[config.mk]
export PLATFORM = sky130hd
export DESIGN_NAME = fifo_wptr_full_flat
export DESIGN_NICKNAME = d
export VERILOG_FILES = /design/src/rtl/fifo_wptr_full_if.sv /design/src/rtl/fifo_wptr_full.sv /design/src/flat_wrapper.sv
export SDC_FILE = /design/constraint.sdc
export NUM_CORES = 1
export LEC_CHECK = 0
export ABC_AREA = 1
export CAP_MARGIN = 20
export CORE_MARGIN = 10
export CORE_UTILIZATION = 45
export CTS_CLUSTER_SIZE = 25
export DETAILED_ROUTE_END_ITERATION = 10
export DONT_BUFFER_PORTS = 1
export MAX_ROUTING_LAYER = met4
export SYNTH_ARGS = -nofsm -noshare
export SYNTH_HDL_FRONTEND = slang
export SYNTH_SLANG_ARGS = --single-unit
[constraint.sdc]
create_clock -name sclk -period 2.5 [get_ports sclk]
set_input_delay 0.5 -clock sclk [delete_from_list [all_inputs] [get_ports sclk]]
set_output_delay 0.5 -clock sclk [all_outputs]
set_load 0.02 [all_outputs]
[src/rtl/fifo_wptr_full_if.sv]
// Write-side bundle of an async FIFO: write request, synced read pointer,
// memory write port and the status flags derived in the write clock domain.
interface fifo_wptr_full_if #(
    parameter int ADDR_SIZE = 3
);
    logic                 winc;
    logic [ADDR_SIZE:0]   rq2_rptr;
    logic                 wen;
    logic [ADDR_SIZE-1:0] waddr;
    logic [ADDR_SIZE:0]   wptr;
    logic                 full;
    logic                 almost_full;
    logic [ADDR_SIZE:0]   wlevel;
    logic                 overflow;

    modport master (
        output winc, rq2_rptr,
        input  wen, waddr, wptr, full, almost_full, wlevel, overflow
    );

    modport slave (
        input  winc, rq2_rptr,
        output wen, waddr, wptr, full, almost_full, wlevel, overflow
    );
endinterface

[src/rtl/fifo_wptr_full.sv]
// Async FIFO write-pointer and full logic: binary/Gray write pointer,
// registered full/almost_full/level flags and sticky overflow.
module fifo_wptr_full #(
    parameter int ADDR_SIZE = 3,
    parameter int AF_MARGIN = 1
) (
    input  logic             sclk,
    input  logic             srst,
    fifo_wptr_full_if.slave  bus
);
    localparam int DEPTH = 1 << ADDR_SIZE;
    localparam logic [ADDR_SIZE:0] AF_TH = (ADDR_SIZE+1)'(DEPTH - AF_MARGIN);

    logic [ADDR_SIZE:0] wbin;
    logic [ADDR_SIZE:0] wbin_next;
    logic [ADDR_SIZE:0] wgray_next;
    logic [ADDR_SIZE:0] rbin_s;
    logic [ADDR_SIZE:0] level_next;
    logic [ADDR_SIZE:0] full_cmp;
    logic [ADDR_SIZE:0] wptr;
    logic [ADDR_SIZE:0] wlevel;
    logic               full;
    logic               almost_full;
    logic               overflow;
    logic               wen;

    assign wen        = bus.winc & ~full;
    assign wbin_next  = wbin + {{ADDR_SIZE{1'b0}}, wen};
    assign wgray_next = (wbin_next >> 1) ^ wbin_next;

    // Gray to binary: each bit is the XOR of itself and all bits above
    always_comb begin
        rbin_s = '0;
        for (int i = 0; i <= ADDR_SIZE; i++) begin
            rbin_s[i] = ^(bus.rq2_rptr >> i);
        end
    end

    assign level_next = wbin_next - rbin_s;
    assign full_cmp   = {~bus.rq2_rptr[ADDR_SIZE:ADDR_SIZE-1],
                         bus.rq2_rptr[ADDR_SIZE-2:0]};

    always_ff @(posedge sclk) begin
        if (srst) begin
            wbin        <= '0;
            wptr        <= '0;
            full        <= 1'b0;
            almost_full <= 1'b0;
            wlevel      <= '0;
            overflow    <= 1'b0;
        end else begin
            wbin        <= wbin_next;
            wptr        <= wgray_next;
            full        <= (wgray_next == full_cmp);
            almost_full <= (level_next >= AF_TH);
            wlevel      <= level_next;
            if (bus.winc && full) begin
                overflow <= 1'b1;
            end
        end
    end

    assign bus.wen         = wen;
    assign bus.waddr       = wbin[ADDR_SIZE-1:0];
    assign bus.wptr        = wptr;
    assign bus.full        = full;
    assign bus.almost_full = almost_full;
    assign bus.wlevel      = wlevel;
    assign bus.overflow    = overflow;
endmodule
[src/flat_wrapper.sv]
// flat-port wrapper written by rule: the top's interface ports become plain ports
module fifo_wptr_full_flat 
#(
    parameter int ADDR_SIZE = 3,
    parameter int AF_MARGIN = 1
)
  (sclk, srst, bus_winc, bus_rq2_rptr, bus_wen, bus_waddr, bus_wptr, bus_full, bus_almost_full, bus_wlevel, bus_overflow);
  fifo_wptr_full_if #(.ADDR_SIZE(ADDR_SIZE)) bus_i ();
  input  logic sclk;
  input  logic srst;
  input wire logic [$bits(bus_i.winc)-1:0] bus_winc;
  input wire logic [$bits(bus_i.rq2_rptr)-1:0] bus_rq2_rptr;
  output wire logic [$bits(bus_i.wen)-1:0] bus_wen;
  output wire logic [$bits(bus_i.waddr)-1:0] bus_waddr;
  output wire logic [$bits(bus_i.wptr)-1:0] bus_wptr;
  output wire logic [$bits(bus_i.full)-1:0] bus_full;
  output wire logic [$bits(bus_i.almost_full)-1:0] bus_almost_full;
  output wire logic [$bits(bus_i.wlevel)-1:0] bus_wlevel;
  output wire logic [$bits(bus_i.overflow)-1:0] bus_overflow;
  assign bus_i.winc = bus_winc;
  assign bus_i.rq2_rptr = bus_rq2_rptr;
  assign bus_wen = bus_i.wen;
  assign bus_waddr = bus_i.waddr;
  assign bus_wptr = bus_i.wptr;
  assign bus_full = bus_i.full;
  assign bus_almost_full = bus_i.almost_full;
  assign bus_wlevel = bus_i.wlevel;
  assign bus_overflow = bus_i.overflow;
  fifo_wptr_full #(.ADDR_SIZE(ADDR_SIZE), .AF_MARGIN(AF_MARGIN)) u_core (.sclk(sclk), .srst(srst), .bus(bus_i));
endmodule
### Register map, names as in the netlist, run 1

The bar under the picture is 20 um long. Other sequential cells in the stronger gray, the rest of the logic in the fainter gray.
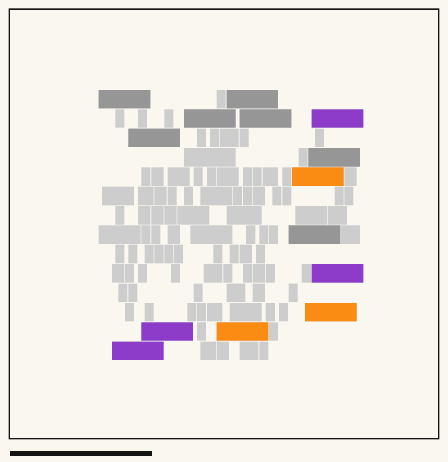
u_core.bus.wptr: in purple, sequential cells 4. u_core.wbin: in orange, sequential cells 3.
Seq area share: 35.1%
final core occ: 53.1%
register area: 280 um2
Seq power: 299 uW

### Floorplan with the power grid, run 1

The bar under the picture is 20 um long. Pins as bars on the die edge. Tap cells in gray.
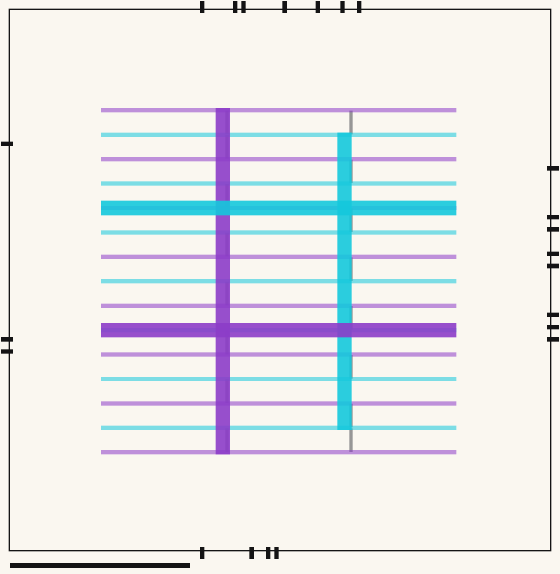
VSS: in purple. VDD: in cyan.
2 straps on met5. The core has 14 rows. 15 met1 rails follow the rows. 2 straps on met4. 16 tap cells.
Peak VDD IR: 0.000293 V
Die Y: 60.1 um
core area: 0.00151 mm2
Die W: 60.1 um

==> flow_summary.yaml, run 1 <==
# flow metrics
clocking:
  path_clk_slew_ns: 0.08
  clock_latency_ns: 0.28
  tritoncts: "yes"
  cts-root-buf: "clkbuf_4"
  numCtsBuffers: 3
  cts_resized: 0
  cts.sinks: 14
  post_cts_buffers: 0
  hold_buffers: 0
  cts-htree-levels: 1
  cts_buffer_depth: 2
worst_setup_path:
  critPathLaunch: "u_core.wbin[0]"
  crit_fanout: 4
  ff2ff_path_depth: 11
  cp.arrival_ns: 2.41
  worstSetupPathType: "flip-flop to flip-flop"
  rrSetupSlack_ns: 0.27
  r2r-start: "u_core.wbin[0]"
  worstPathRequired_ns: 2.68
  end_kind: "flip-flop"
  critPathLaunchType: "flip-flop"
routing:
  wirelength_um: 1480
  drt_drc_violations_left: 0
  vias_per_cell: 4.99
  first_iter_violations: 12
  postRouteAntennaNets: 0
  post_drt_wl_per_cell_um: 12.1
  drt_pass1_iterations: 4
  vias: 609
pwr:
  cellPowerDensity_mw_per_mm2: 750
  p_leak_nw: 0.426
final_layout:
  nNetsFinal: 120
  antenna_cells: 0
  area_growth_pct: 10.4
  final_area_um2: 800
  drive_gt1_share_pct: 8.49
  instances_no_fill: 122
global_routing:
  grt_start_max_net_pins: 13
  grt_pass1_vias: 582
  grt_pass1_wl_um: 2520
  grtUsageTotal_pct: 9.45
  antenna_found_initial: 0
  grt-ovfl-total: 0
yosys:
  postSynthSeqShare_pct: 38.7
  synthXorXnorAreaFrac_pct: 6.91
  ys_cells: 100
  ys_area_um2: 724
  avgSynthCellArea_um2: 7.24
  top_area_cell: "dfxtp_1"
  ys_types: 15
  top_cell_area_share_pct: 38.7
  ys_sh_aoi_pct: 2.07
  syn-cell-area_um2: 724
  synthMuxAreaShare_pct: 0
  synthCells: 100
  area_leaders: "dfxtp_1 39%, nand2_1 13%, nor2_1 8.8%, ha_1 8.6%, inv_1 7.8%"
  fp_nets: 113
  simple_gate_area_share_pct: 32.6
  netlist_logic_family_top: "simple AND/OR/NAND/NOR gates"
  ys_ff: 14
  synthAdderAreaFrac_pct: 11.4
  ys_warn_count: 0
min_path:
  hold_class: "input pin to flip-flop"
  worst_hold_startpoint: "srst"
  hold_depth: 1
run:
  tool_warnings: 26
  maxCapViolations: 0
final_timing:
  finalCritPeriodShare_pct: 89.3
  finClkSkew_ns: 0.00344
  slew_viol_final: 0
  min_period_ns: 2.23
  rsz0062_at_grt: "false"
  hold_violations: 0
  worstMarginPinSlew_ns: 0.338
  fmaxAchievable_ghz: 0.448
  setup_tns_ns: 0
  setup_viol_count_final: 0
  hold_slack_ns: 0.277
  relSlewSlack_pct: 77.4
floorplanning:
  dieArea_mm2: 0.00362
  rows: 14
  core_util_floorplan_pct: 48.1
outcome:
  status: "finished clean"
place:
  hpwl_um: 1250
  dpl.cell_count: 118
  place.gp.congestion: 0.778
  place_area_um2: 763
### Nets reached from selected ports, run 1

The bar under the picture is 20 um long.
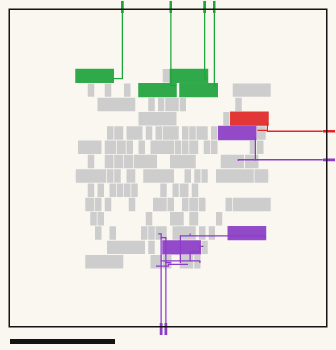
bus_overflow: in red, bits 1, direction output, edge east, end cells 1, buffers 0, wire 13.7 um. bus_wlevel: in green, bits 4, direction output, edge north, end cells 4, buffers 0, wire 57.6 um. bus_waddr: in purple, bits 3, direction output, edge 2 south, 1 east, end cells 3, buffers 1, wire 97.7 um.
Ports: 22
IO buf count: 0

[run 1: worst max-delay path, cell delays in order, from the launching register on]
cell     delay, ns
dfxtp_1       0.46
ha_1          0.28
ha_1          0.19
nand2_1       0.08
nand2_1       0.16
inv_1         0.08
ha_1          0.32
a21oi_1       0.16
nor2b_1       0.15
nand3_1       0.08
nand3_1       0.11
nand2_1       0.05
[run 1: synthesized netlist by cell type (all sizes together)]
cell    number
nor2        17
a21oi        2
o21ai        1
nand2       26
xnor2        2
clkbuf       1
ha           5
xor2         2
nand4        2
nand3       10
inv         15
fa           1
nor2b        1
dfxtp       14
and2         1
[run 1: through the flow]
stage               setup slack [ns]  power, mW
floorplan                     0.0658      0.416
global placement               0.149      0.445
detailed placement             0.104      0.446
CTS                            0.256      0.607
global route                  0.0322      0.644
finish                         0.266      0.600
[run 1: worst paths after layout]
kind,to
max reg2reg,u_core.bus.almost_full
min,u_core.bus.wlevel[1]
min reg2reg,u_core.bus.overflow
max,u_core.bus.almost_full
[run 1: state kept, by name, summed over array words and instances, names as in the netlist]
register	flops
u_core.bus.overflow	1
u_core.wbin	3
u_core.bus.full	1
u_core.bus.wptr	4
u_core.bus.almost_full	1
u_core.bus.wlevel	4
[run 1: cells by family (layout without fill, tap and decap cells)]
| kind of cell | after synthesis | count (layout) |
|---|---|---|
| compound gates | 3 | 3 |
| xor+xnor | 4 | 4 |
| buf+inv | 16 | 22 |
| simple gates | 57 | 57 |
| fa+ha+maj | 6 | 6 |
| flops | 14 | 14 |
[run 1: layout by cell type (no fill, tap or decap), drive strengths merged]
master / instances
a21oi: 2
and2: 1
buf: 3
clkbuf: 4
dfxtp: 14
fa: 1
ha: 5
inv: 15
nand2: 26
nand3: 10
nand4: 2
nor2: 17
nor2b: 1
o21ai: 1
xnor2: 2
xor2: 2
[run 1: report_power, final]
group          internal, mW  switching [mW]  total, mW  leakage (nW)
Sequential            0.253          0.0461      0.299         0.115
Clock                0.0886          0.0732      0.162        0.0210
Combinational        0.0580          0.0812      0.139         0.290
[run 1: metal layers]
metal	global-route usage [%]	vias to the layer above	share of wire [%]
li1	-	317	-
met1	9.38	267	40
met2	14.4	21	45
met3	4.24	4	12
met4	6.73	0	3.0
met5	-	-	0
[run 1: cell type report]
class	instances	area [um2]
inverter	15	56.3
fill	155	707
multi-input combinational	70	384
timing repair buffer	3	22.5
clock buffer	4	36.3
tap	16	20.0
sequential	14	280
--- run 2 (diff from run 1) ---
CTS_CLUSTER_SIZE = 8   (was 25)
SETUP_SLACK_MARGIN = 0.02   (was default)
### Cell placement, run 2

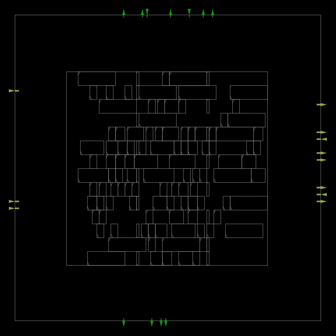
Seq cells: 14
post-route insts no fill: 122
Core Rows: 14
tap cells: 16
number of fill cells: 155

==> flow_summary.yaml, run 2 <==
# flow metrics
run:
  maxCapViolations: 0
yosys:
  top_cell: "nand2_1"
  top_cell_area_share_pct: 38.7
  synthCells: 100
  synthAdderAreaFrac_pct: 11.4
  synthMuxAreaShare_pct: 0
  edf_count: 0
  postSynthSeqShare_pct: 38.7
  ys_top_cells_by_count: "26 x nand2_1, 17 x nor2_1, 15 x inv_1, 14 x dfxtp_1, 10 x nand3_1"
  netlist_logic_family_top: "simple AND/OR/NAND/NOR gates"
  ff_type: "dfxtp_1"
  ys_sh_aoi_pct: 2.07
  ys_cells: 100
  top_area_cell: "dfxtp_1"
  ys_types: 15
  ys_ff: 14
  synthArstFlopShare_pct: 0
  syn-cell-area_um2: 724
global_routing:
  grt_pass1_vias: 582
  grt_pass1_wl_um: 2520
  grtUsageTotal_pct: 9.45
clocking:
  cts_resized: 0
  post_cts_buffers: 0
  path_clk_slew_ns: 0.08
  numCtsBuffers: 3
  tritoncts: "yes"
  cts-root-buf: "clkbuf_4"
worst_setup_path:
  worstSetupPathType: "flip-flop to flip-flop"
  end_kind: "flip-flop"
  r2r-start: "u_core.wbin[0]"
  worstPathRequired_ns: 2.68
  critPathLaunchType: "flip-flop"
  ff2ff_path_depth: 11
final_layout:
  layout_top_cell: "nand2_1"
  antenna_cells: 0
  largest_registers: "u_core.bus.wlevel (4), u_core.bus.wptr (4), u_core.wbin (3)"
min_path:
  hold_depth: 1
  hold_class: "input pin to flip-flop"
  hold_path_end: "u_core.bus.wlevel[1]"
pwr:
  finalPower_uw: 600
  internal_power_uw: 399
  irDropWorstVdd_v: 0.000293
routing:
  post_drt_wl_per_cell_um: 12.1
  wirelength_um: 1480
  drt_pass1_iterations: 4
  vias_per_cell: 4.99
  vias: 609
floorplanning:
  core_util_floorplan_pct: 48.1
  dieArea_mm2: 0.00362
  ios: 22
  fp.dieW_um: 60.1
  die_h_um: 60.1
  coreArea_mm2: 0.00151
place:
  place.gp.congestion: 0.778
  io_buffers: 0
final_timing:
  finClkSkew_ns: 0.00344
  setup_viol_count_final: 0
  min_period_ns: 2.23
  setup_tns_ns: 0
  rsz0062_at_grt: "false"
  finalCritPeriodShare_pct: 89.3
outcome:
  status: "finished clean"
### Floorplan with the power grid, run 2

The bar under the picture is 20 um long. Pins as bars on the die edge. Tap cells in gray.
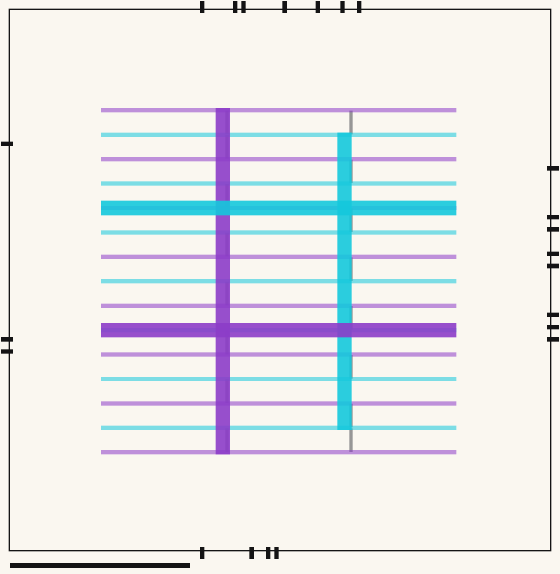
VDD: in cyan. VSS: in purple.
2 straps on met5. 22 signal pins sit on the boundary. 15 met1 rails follow the rows. 16 tap cells. The core has 14 rows.

==> run 2: cell counts in the layout (fill, tap and decap cells not counted) <==
No cell type changed its count.
==> run 2: how the worst max path moves through the flow <==
stage | to | cells after the start | start
after detailed placement | u_core.bus.almost_full | 13 | bus_winc
after global placement | u_core.bus.almost_full | 13 | bus_winc
after CTS | u_core.bus.almost_full | 11 | u_core.wbin[0]
after floorplan | u_core.bus.almost_full | 13 | bus_winc
final | u_core.bus.almost_full | 11 | u_core.wbin[0]
after global routing | u_core.bus.almost_full | 11 | u_core.wbin[0]
==> run 2: power groups by stage <==
stage / combinational, mW / sequential (mW) / clock (mW)
after global placement: 0.139 / 0.306 / 0
after detailed placement: 0.140 / 0.307 / 0
after floorplan: 0.112 / 0.305 / 0
after global routing: 0.165 / 0.302 / 0.177
after CTS: 0.141 / 0.301 / 0.165
final: 0.139 / 0.299 / 0.162
==> run 2: area by class of cell <==
| class | instances | area (um2) | share of cell area (%) |
|---|---|---|---|
| tap | 16 | 20.0 | 2.50 |
| sequential | 14 | 280 | 35.1 |
| timing repair buffer | 3 | 22.5 | 2.82 |
| clock buffer | 4 | 36.3 | 4.54 |
| multi-input combinational | 70 | 384 | 48.0 |
| inverter | 15 | 56.3 | 7.04 |
==> run 2: kinds of logic after synthesis <==
group,after synthesis
and+or+nand+nor,57
buffers and inverters,16
DFF,14
adders and majority gates,6
xor gates and xnor gates,4
AOI/OAI and AO/OA,3
==> run 2: per-stage QoR <==
stage	cell area, um2	std cells	hold slack (ns)	setup slack, ns	utilization [%]
finish	800	122	0.277	0.266	53.1
global route	800	122	0.264	0.0322	53.1
CTS	800	122	0.274	0.256	53.1
detailed placement	763	118	0.572	0.104	50.7
global placement	763	118	0.571	0.149	50.7
floorplan	724	100	0.570	0.0658	-
==> run 2: per-layer routing <==
metal / up-vias / wire, um / global-route usage (%)
li1: 317 / - / -
met1: 267 / 585 / 9.38
met2: 21 / 668 / 14.4
met3: 4 / 180 / 4.24
met4: 0 / 44 / 6.73
met5: - / 0 / -
==> run 2: critical path, stage by stage (launching register included) <==
cell and delay (ns):
dfxtp_1 0.46, ha_1 0.28, ha_1 0.19, nand2_1 0.08
nand2_1 0.16, inv_1 0.08, ha_1 0.32, a21oi_1 0.16
nor2b_1 0.15, nand3_1 0.08, nand3_1 0.11, nand2_1 0.05
--- run 3 (diff from run 2) ---
CORE_ASPECT_RATIO = 0.9   (was default)
GPL_ROUTABILITY_DRIVEN = 0   (was default)
### Cell placement, run 3

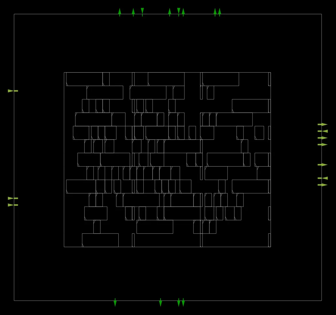
tap cells: 22
final core occ: 53.1%

==> flow_summary.yaml, run 3 <==
# flow metrics
outcome:
  status: "finished clean"
pwr:
  irDropWorstVdd_v: 0.000377
  p_seq_share_pct: 53.8
  finalPower_uw: 563
  clkPwrFrac_pct: 22.1
  internal_power_uw: 365
  p_sw_uw: 198
  pwr-share-comb_pct: 24.1
  swShare_pct: 35.2
  p_leak_nw: 0.413
  cellPowerDensity_mw_per_mm2: 717
final_layout:
  most-common-layout-cells: "26 x nand2_1, 17 x nor2_1, 15 x inv_1"
  antenna_cells: 0
  layout_top_cell: "nand2_1"
  drive_gt1_share_pct: 6.73
  largest_registers: "u_core.bus.wlevel (4), u_core.bus.wptr (4), u_core.wbin (3)"
  instances_no_fill: 126
  fill_cells: 150
  nNetsFinal: 119
  area_growth_pct: 8.46
  final_area_um2: 786
final_timing:
  relSlewSlack_pct: 76.5
  setup_tns_ns: 0
  min_period_ns: 2.21
  finalCritPeriodShare_pct: 88.4
  fmaxAchievable_ghz: 0.452
  worstMarginPinSlew_ns: 0.353
  hold_slack_ns: 0.280
  setup_slack_ns: 0.290
  finClkSkew_ns: 0.000886
  hold_violations: 0
  setup_viol_count_final: 0
  slew_viol_final: 0
  rsz0062_at_grt: "false"
yosys:
  postSynthSeqShare_pct: 38.7
  area_leaders: "dfxtp_1 39%, nand2_1 13%, nor2_1 8.8%, ha_1 8.6%, inv_1 7.8%"
  ys_ff: 14
  syn-cell-area_um2: 724
  ys_types: 15
  ys_area_um2: 724
  ys_cells: 100
  top_area_cell: "dfxtp_1"
  synthArstFlopShare_pct: 0
  ff_type: "dfxtp_1"
  top_cell_area_share_pct: 38.7
  synthCells: 100
  ys_top_cells_by_count: "26 x nand2_1, 17 x nor2_1, 15 x inv_1, 14 x dfxtp_1, 10 x nand3_1"
  top_cell: "nand2_1"
  avgSynthCellArea_um2: 7.24
  ys_warn_count: 0
  fp_nets: 113
  edf_count: 0
worst_setup_path:
  critPathLaunch: "u_core.wbin[0]"
  cp.arrival_ns: 2.38
  r2r-start: "u_core.wbin[0]"
  end_kind: "flip-flop"
  worstPathRequired_ns: 2.67
  crit_fanout: 4
  worstSetupPathType: "flip-flop to flip-flop"
  critPathLaunchType: "flip-flop"
routing:
  vias_per_cell: 4.70
  wirelength_um: 1560
  first_iter_violations: 13
  vias: 592
  drt_drc_violations_left: 0
  drt_pass1_iterations: 4
  post_drt_wl_per_cell_um: 12.4
  postRouteAntennaNets: 0
run:
  tool_warnings: 26
  maxCapViolations: 0
floorplanning:
  ios: 22
  fp.dieW_um: 62.3
  dieArea_mm2: 0.00362
  coreArea_mm2: 0.00148
  core_util_floorplan_pct: 48.9
  die_h_um: 58.1
  rows: 13
clocking:
  cts-htree-levels: 1
  tritoncts: "yes"
  cts-root-buf: "clkbuf_4"
  numCtsBuffers: 3
  cts_buffer_depth: 2
  cts.sinks: 14
  hold_buffers: 0
  post_cts_buffers: 0
  cts_resized: 0
  clock_latency_ns: 0.27
  path_clk_slew_ns: 0.08
global_routing:
  grtUsageTotal_pct: 9.20
  grt-ovfl-total: 0
  grt_pass1_vias: 552
  grt_start_max_net_pins: 13
  grt_pass1_wl_um: 2570
  antenna_found_initial: 0
place:
  dpl.cell_count: 123
  hpwl_um: 1310
  place_area_um2: 763
  io_buffers: 0
  dp_slack_ns: 0.140
min_path:
  hold_class: "input pin to flip-flop"
  worst_hold_startpoint: "srst"
### Nets reached from selected ports, run 3

The bar under the picture is 20 um long.
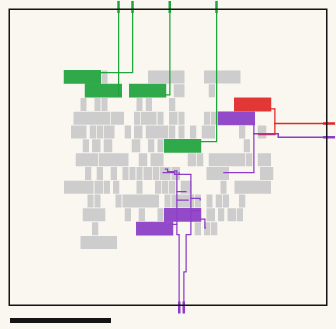
bus_wlevel: in green, bits 4, direction output, edge north, end cells 4, buffers 0, wire 81.8 um. bus_waddr: in purple, bits 3, direction output, edge 2 south, 1 east, end cells 3, buffers 0, wire 105 um. bus_overflow: in red, bits 1, direction output, edge east, end cells 1, buffers 0, wire 19.1 um.

run 3: worst max-delay path, cell delays in order (launching register included):
cell,delay [ns]
dfxtp_1,0.47
ha_1,0.27
ha_1,0.19
nand2_1,0.07
nand2_1,0.16
inv_1,0.08
ha_1,0.32
a21oi_1,0.16
nor2b_1,0.15
nand3_1,0.08
nand3_1,0.11
nand2_1,0.05
run 3: kinds of logic after synthesis:
family          count (synthesis)  synth area share, %
xor+xnor                        4                 6.91
compound gates                  3                 2.07
simple gates                   57                 32.6
fa+ha+maj                       6                 11.4
flops                          14                 38.7
buf+inv                        16                 8.29
run 3: power by group through the flow:
stage	combinational, mW	sequential, mW	clock [mW]
6_report	0.136	0.303	0.124
5_1_grt	0.160	0.307	0.138
4_1_cts	0.138	0.305	0.130
3_5_place_dp	0.138	0.311	0
3_3_place_gp	0.133	0.310	0
2_1_floorplan	0.112	0.305	0
run 3: final cells by class:
cell class	instances	area (um2)	share of cell area, %
well taps	22	27.5	3.50
inverters	15	56.3	7.17
flip-flops and latches	14	280	35.7
repair buffers	2	15.0	1.91
multi-input cells	70	384	48.9
clock buffers	3	22.5	2.87
run 3: per-layer routing:
metal  wire [um]  track usage [%]  share of wire [%]  vias to the layer above
met5           0                -                  0                        -
met4          13             2.87               0.83                        0
met3         150             5.95                9.6                        2
met2         743             15.5                 48                       13
met1         651             8.52                 42                      261
li1            -                -                  -                      316
run 3: worst paths after layout:
| kind | cells after the start | endpoint | slack (ns) |
|---|---|---|---|
| setup / recovery | 11 | u_core.bus.almost_full | 0.29 |
| hold / removal | 1 | u_core.bus.wlevel[1] | 0.28 |
| setup reg to reg | 11 | u_core.bus.almost_full | 0.29 |
| hold reg to reg | 2 | u_core.bus.overflow | 0.60 |

==> notes/layouts.md <==
Pictures saved along the way, in no particular order.

Cell density map.
The bar under the picture is 20 um long. The die is cut into 6 by 6 equal tiles; white is low, dark blue is high, 0 to 100% covered.
(a)
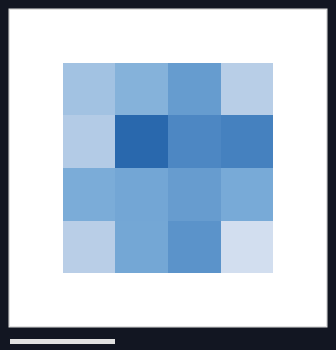
(b)
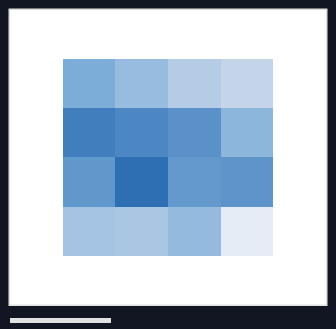
(b) comes from run 3.
(a) comes from run 2.

Key to (a):
The fullest tile reaches 78%. 2.8% of the tiles are over 75% full. The emptiest ninth of the die: south-east.

Power figures rest on the tool's default switching activity, not on a simulated workload.
